==> images/port_nets.png <==
The bar under the picture is 50 um long.
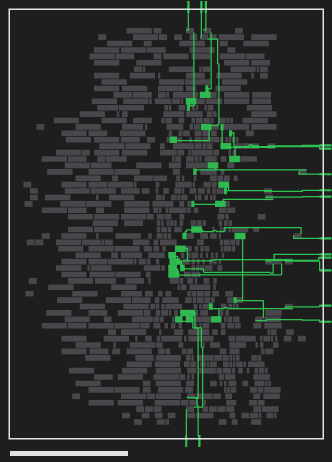
==> images/met1.png <==
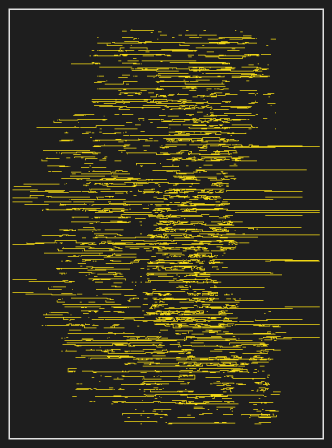
==> images/clock_map.png <==
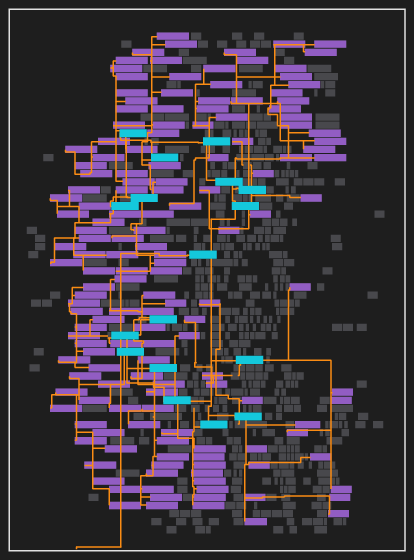
==> images/final_congestion.png <==
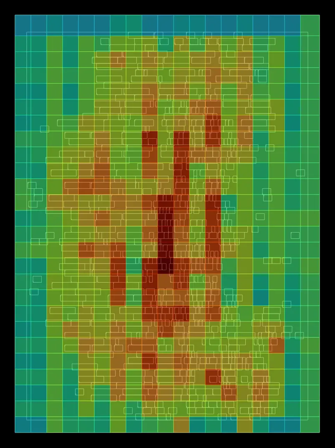
==> config.mk <==
export PLATFORM = sky130hd
export DESIGN_NAME = pcs_ras
export DESIGN_NICKNAME = d
export VERILOG_FILES = /design/src/rtl/pcs_pkg.sv /design/src/rtl/pcs_ras_stack.sv /design/src/rtl/pcs_ras.sv
export SDC_FILE = /design/constraint.sdc
export NUM_CORES = 1
export LEC_CHECK = 0
export CORE_ASPECT_RATIO = 1.4
export CORE_MARGIN = 5
export CORE_UTILIZATION = 36
export CTS_CLUSTER_SIZE = 16
export DETAILED_ROUTE_END_ITERATION = 16
export PLACE_DENSITY = 0.63
export REMOVE_ABC_BUFFERS = 1
export SLEW_MARGIN = 40
export SYNTH_ARGS = -nofsm -noshare
export SYNTH_HDL_FRONTEND = slang
export SYNTH_SLANG_ARGS = --single-unit
==> constraint.sdc <==
create_clock -name clk -period 4.19 [get_ports clk]
set_input_delay 0.419 -clock clk [delete_from_list [all_inputs] [get_ports clk]]
set_output_delay 0.419 -clock clk [all_outputs]
set_load 0.05 [all_outputs]
==> impl_metrics.ini <==
; flow metrics
[run_status]
status = finished, final reports clean

[sta]
finalMaxSlewViolations = 0
setup_viol = 0
slew_headroom_pct = 48.8

[setup_path]
worstPathRequired_ps = 3770
cp.depth = 5
crit_path_start_kind = flop

[synth]
edf_count = 128
synth.comb.largest_family = multiplexers
muxShareOfSynthArea_pct = 11.9
syn_area_um2 = 7560
yosys_cells = 578

[finish]
fillCellCount = 1854
layout-drive-gt1-share_pct = 14.2
ff_latch_area_um2 = 4410
final_nets = 713

[power]
leakage_nw = 3.20
p_seq_share_pct = 43.4

[min_path]
hold_depth = 2
min-delay-path-class = input port to flop

[clocking]
cts-root-buf = clkbuf_16
numCtsBuffers = 17

[route]
routedWlPerCell_um = 21.9

[global_routing]
grt_pass1_wl_mm = 31.6
Back to the opening pictures, port_nets.png:
- ImR: green (bits 16; direction input; end cells 32; buffers 16; wire 1010 um)
IO Count: 78
number of port buffers: 77

Back to the opening pictures, met1.png:
- share of all routed wire: 41%
- longest straight run: 47.4 um
routed via count: 5252
GR Util met1: 21.0%
WL final: 20.5 mm

Back to the opening pictures, clock_map.png:
- clock wires: orange (length 2000 um)
- cells driving clock nets: cyan (count 17)
- flip-flops: purple (count 156)
- routed clock nets: 18
Clock Skews: 15.9 ps
clock share of power: 36.9%
clk_lat worst skew: 420 ps
clk pwr: 1.51 mW

Back to the opening pictures, final_congestion.png:
Finished Core Util: 45.1%
Tot GR Track Use: 17.0%

==> Yosys cell counts (3+ instances only) <==
library cell / n / area (um^2)
clkbuf_1: 20 / 75.1
o221ai_1: 4 / 35.0
a31oi_1: 9 / 56.3
inv_1: 16 / 60.1
o21a_1: 7 / 52.6
o21ai_1: 4 / 20.0
xnor2_1: 16 / 140
and3_1: 6 / 37.5
nand4_1: 3 / 18.8
a21o_1: 9 / 67.6
nor2b_1: 3 / 18.8
edfxtp_1: 128 / 3840
a211oi_1: 5 / 37.5
xor2_1: 14 / 123
nor2_1: 51 / 191
a21oi_1: 33 / 165
nor3_1: 18 / 90.1
nand2b_1: 3 / 18.8
nand3_1: 17 / 85.1
o21ai_0: 13 / 65.1
o211ai_1: 5 / 37.5
a221oi_1: 7 / 61.3
nor4_1: 3 / 18.8
mux4_2: 29 / 653
buf_2: 5 / 25.0
dfxtp_1: 28 / 561
ha_1: 20 / 250
mux2i_1: 21 / 210
nand2_1: 40 / 150
==> layer usage <==
| metal | vias up | wire length (um) | GRT usage (%) |
|---|---|---|---|
| met1 | 2591 | 8400 | 21.0 |
| met5 | - | 0 | 0 |
| met2 | 209 | 10500 | 29.7 |
| met3 | 34 | 922 | 2.66 |
| li1 | 2418 | - | - |
| met4 | 0 | 654 | 7.15 |
==> power by group through the flow <==
stage / combinational, mW / clock, mW / sequential (mW)
3_5_place_dp: 0.810 / 0 / 1.81
4_1_cts: 0.815 / 1.54 / 1.78
5_1_grt: 0.864 / 1.61 / 1.79
6_report: 0.812 / 1.51 / 1.78
3_3_place_gp: 0.802 / 0 / 1.81
2_1_floorplan: 0.452 / 0 / 1.88
==> timing repair <==
item	CTS	global route
resized	0	3
setup endpoints to repair	0	4
endpoints found under the hold margin	0	0
buffers inserted	0	0
Power figures rest on the tool's default switching activity, not on a simulated workload.
